### src/rtl/encoder_8x3_scan.sv
// encoder_8x3_scan: sequential 8-to-3 scanning encoder.
// Accepts an 8-bit request vector on a valid/ready handshake. It then emits
// the index of every set bit, lowest first, one index per output handshake.
// The final beat is flagged, and an all-zero vector gives one out_none beat.
// All outputs decode registered state only.
module encoder_8x3_scan (
  input  logic       clk,
  input  logic       rst_n,
  input  logic       in_valid,
  output logic       in_ready,
  input  logic [7:0] in_data,
  output logic       out_valid,
  input  logic       out_ready,
  output logic [2:0] out_code,
  output logic       out_last,
  output logic       out_none,
  output logic [3:0] out_count
);

  localparam logic [0:0] ST_IDLE = 1'b0;
  localparam logic [0:0] ST_EMIT = 1'b1;

  logic [0:0] state_q, state_d;
  logic [7:0] pend_q,  pend_d;
  logic [3:0] cnt_q,   cnt_d;

  logic [3:0] in_popcount;
  logic [2:0] low_idx;
  logic       at_most_one;
  logic       pend_zero;
  logic       emitting;

  // Count the set bits of the incoming vector. The result is loaded into cnt at acceptance.
  always_comb begin
    in_popcount = '0;
    for (int unsigned i = 0; i < 8; i++) begin
      in_popcount = in_popcount + {3'b000, in_data[i]};
    end
  end

  // Find the lowest pending index, and flag when at most one bit is still pending.
  always_comb begin
    logic found;
    found   = 1'b0;
    low_idx = '0;
    for (int unsigned i = 0; i < 8; i++) begin
      if (!found && pend_q[i]) begin
        low_idx = 3'(i);
        found   = 1'b1;
      end
    end
    pend_zero   = (pend_q == 8'h00);
    at_most_one = ((pend_q & (pend_q - 8'd1)) == 8'h00);
  end

  // Drive the outputs from state. They are forced to zero outside EMIT, so reset and IDLE look identical.
  always_comb begin
    emitting  = (state_q == ST_EMIT);
    in_ready  = (state_q == ST_IDLE);
    out_valid = emitting;
    out_code  = emitting ? low_idx : 3'd0;
    out_last  = emitting & at_most_one;
    out_none  = emitting & pend_zero;
    out_count = emitting ? cnt_q : 4'd0;
  end

  // Next-state logic: load in IDLE, then retire one pending bit per output handshake in EMIT.
  always_comb begin
    state_d = state_q;
    pend_d  = pend_q;
    cnt_d   = cnt_q;
    case (state_q)
      ST_IDLE: begin
        if (in_valid) begin
          pend_d  = in_data;
          cnt_d   = in_popcount;
          state_d = ST_EMIT;
        end
      end
      ST_EMIT: begin
        if (out_ready) begin
          if (at_most_one) begin
            pend_d  = '0;
            state_d = ST_IDLE;
          end else begin
            // pend & (pend-1) clears exactly the lowest set bit, which is the bit at low_idx.
            pend_d = pend_q & (pend_q - 8'd1);
          end
        end
      end
      default: begin
        state_d = ST_IDLE;
        pend_d  = '0;
        cnt_d   = '0;
      end
    endcase
  end

  // State registers: asynchronous active-low reset.
  always_ff @(posedge clk or negedge rst_n) begin
    if (!rst_n) begin
      state_q <= ST_IDLE;
      pend_q  <= '0;
      cnt_q   <= '0;
    end else begin
      state_q <= state_d;
      pend_q  <= pend_d;
      cnt_q   <= cnt_d;
    end
  end

endmodule
### config.mk
export PLATFORM = sky130hd
export DESIGN_NAME = encoder_8x3_scan
export DESIGN_NICKNAME = d
export VERILOG_FILES = /design/src/rtl/encoder_8x3_scan.sv
export SDC_FILE = /design/constraint.sdc
export NUM_CORES = 1
export LEC_CHECK = 0
export ABC_CLOCK_PERIOD_IN_PS = 1560
export CORE_MARGIN = 2
export CORE_UTILIZATION = 36
export CTS_CLUSTER_DIAMETER = 200
export CTS_CLUSTER_SIZE = 20
export DETAILED_ROUTE_END_ITERATION = 10
export GPL_TIMING_DRIVEN = 0
export PLACE_DENSITY = 0.69
export SLEW_MARGIN = 20
export SYNTH_ARGS = -nofsm -noshare
export SYNTH_HDL_FRONTEND = slang
export SYNTH_SLANG_ARGS = --single-unit
### constraint.sdc
create_clock -name clk -period 1.56 [get_ports clk]
set_input_delay 0.312 -clock clk [delete_from_list [all_inputs] [get_ports clk]]
set_output_delay 0.312 -clock clk [all_outputs]
set_load 0.02 [all_outputs]
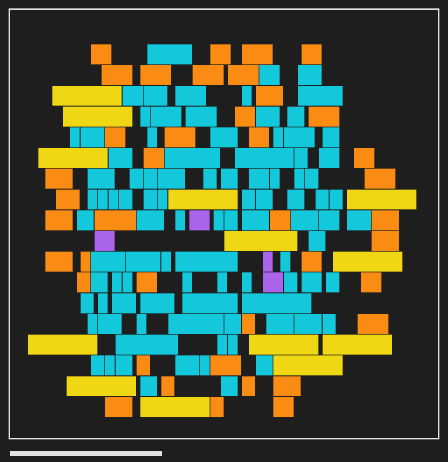
**Above:** cells colored by class.
The bar under the picture is 20 µm long.
| color | class | cells | share of their area |
|---|---|---|---|
| orange | remaining buffers and delay cells | 40 | 24% |
| yellow | sequential cells | 13 | 23% |
| purple | clock drivers and dummy loads | 4 | 1.8% |
| cyan | combinational and other logic | 95 | 51% |

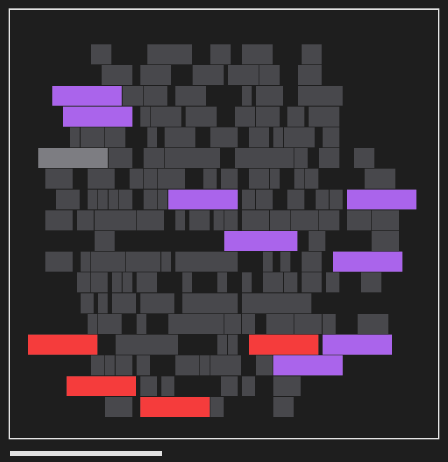
**Above:** where the registers sit.
The bar under the picture is 20 µm long. Other sequential cells in the stronger gray, the rest of the logic in the fainter gray.
| color | signal | placed flops |
|---|---|---|
| purple | `pend_q` | 8 |
| red | `cnt_q` | 4 |
not colored: 1

==> impl_metrics.ini <==
; implementation run metrics
[status]
status = complete, but fails checks
violations = setup timing

[logic_synthesis]
syn-num-nets = 134
synth-cells-yosys = 115
synth_dominant_cell_count = nand2_1
synth.distinct_cells = 31
synth.avg_cell_area_um2 = 8.51
top_cell_area_share_pct = 33.2
yosysSeqAreaShare_pct = 33.2
yosys.area.top_type = dfrtp_1
syn_inst = 115
synth-area-yosys_um2 = 978
synth-seq-cells = 13

[hold_path]
hold_depth = 3
hold_start = in_data[0]
hp-class = input port to flip-flop

[worst_setup_path]
crit_arrival_ns = 2.73
reg2reg_to = out_valid
cp_data_required_time_ns = 1.72
cp_max_fo = 2
regToRegSetupSlack_ns = -0.31

[grt]
grt_pass1_vias = 960
grt_max_degree = 14
grt_pass1_wl_mm = 4.57

[timing]
fin_crit_ns = 2.57
slew-limit-headroom_pct = 57.3
finalClockSkew_ns = 0.00182
worst_slew_pin_slew_ns = 0.638
worst_slack_ns = -1.01
slew_violations = 0
setup_violations = 10
rsz0062_at_grt = true
finalHoldViolCount = 0
fin_crit_sh_pct = 165

[pwr]
p_leak_nw = 0.672
power.density_mw_per_mm2 = 2130
ir_drop_mv = 1.47

[clock_tree]
htree_levels = 1
cts.path.max_buffers = 2
path_clk_slew_ns = 0.08

[finish]
area_growth_pct = 50.4

[placement]
hpwl_mm = 1.88
dpl_cell_area_mm2 = 0.00132

[drt]
viasPerCell = 5.25
first_pass_iters = 4
antenna_left = 0

[floorplanning]
rows = 18
die_w_um = 56.1

[run]
warning_count = 29
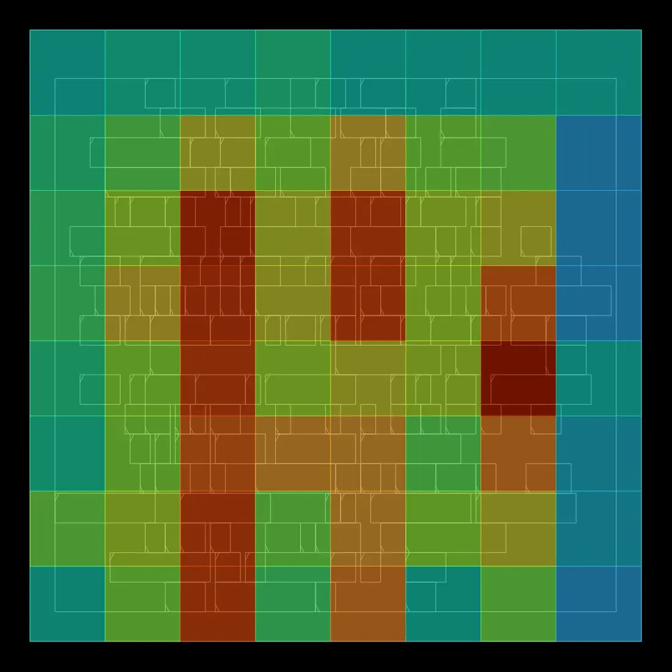
**Above:** congestion heat map.
post-DR wirelength/cell: 14.8 µm
grt met2 use: 29.7%
Most Used Layer, Global Route: met2
met3 Track Usage GR: 3.95%

[timing repair]
| item | 4_1_cts | 5_1_grt |
|---|---|---|
| setup buffers | 11 | 5 |
| gates resized | 84 | 11 |
| pin swaps | 14 | 12 |
| setup endpoints to repair | 16 | 18 |
[layer usage]
layer / part of all wire, % / GRT usage, % / vias to the layer above
met5: 0 / 0 / -
met1: 43 / 24.4 / 451
met4: 2.5 / 8.84 / 0
li1: - / - / 470
met3: 5.0 / 3.95 / 9
met2: 49 / 29.7 / 26
[area by class of cell]
cell class | count | area (µm²)
sequential | 13 | 327
timing repair buffer | 37 | 324
fill | 245 | 1050
clock buffer | 4 | 26.3
tap | 30 | 37.5
buffer | 3 | 23.8
multi-input combinational | 83 | 681
inverter | 12 | 52.6
[cell families after synthesis]
logic type	share of synthesized area, %
AOI/OAI and AO/OA	18.2
and+or+nand+nor	21.4
buffers and inverters	8.18
xor gates and xnor gates	0.895
DFF	33.2
adders and majority gates	12.0
muxes	6.14
[critical path, stage by stage]
cell     delay, ns
buf_6         0.10
fa_1          0.52
inv_1         0.05
fa_1          0.50
fa_2          0.44
inv_2         0.08
ha_4          0.13
inv_2         0.04
fa_2          0.52
o21ai_2       0.05
[flip-flops by register name (all words and copies together) (netlist names)]
name       flops
pend_q         8
out_valid      1
cnt_q          4
[cells in the final DEF (no fill, tap or decap), types with 2 or more instances in the layout]
cell             netlist  layout
a211oi_1               3       2
a21oi_1                8       4
a21oi_2                0       4
and2_1                 4       4
buf_2                  1       5
buf_4                  0      13
buf_6                  1      10
clkbuf_1               5       2
clkbuf_4               0       3
clkdlybuf4s50_1        0       8
dfrtp_1               13      12
fa_1                   4       2
fa_2                   0       2
ha_1                   3       2
inv_1                 12       9
inv_2                  0       2
mux2i_1                6       6
nand2_1               16      14
nand2_2                0       2
nand2b_1               3       3
nand3_1                5       5
nor2_1                 4       2
nor2b_1                3       3
nor3_4                 0       2
o211ai_1               2       2
o21ai_0                8       5
o21ai_1                0       2
o32a_1                 2       2
[where the power goes]
group	total, W	switching (W)	internal (W)
Combinational	0.00227	0.00114	0.00113
Sequential	0.000658	0.000178	0.000481
Clock	0.000212	0.000113	0.0000992
[metrics by stage]
| step | total power, W | util, % | cells | setup WS [ns] |
|---|---|---|---|---|
| global route | 0.00337 | 58.3 | 182 | -1.08 |
| detailed placement | 0.00251 | 52.4 | 167 | -1.72 |
| CTS | 0.00314 | 59.1 | 181 | -1.07 |
| floorplan | 0.00192 | - | 115 | -1.13 |
| global placement | 0.00247 | 52.4 | 167 | -1.70 |
| finish | 0.00314 | 58.3 | 182 | -1.01 |
[worst max path at each step]
stage          startpoint       end
3_5_place_dp   in_data[0]  cnt_q[1]
2_1_floorplan  in_data[0]  cnt_q[1]
5_1_grt        in_data[0]  cnt_q[2]
4_1_cts        in_data[0]  cnt_q[1]
3_3_place_gp   in_data[0]  cnt_q[1]
6_report       in_data[0]  cnt_q[1]
Power figures rest on the tool's default switching activity, not on a simulated workload.
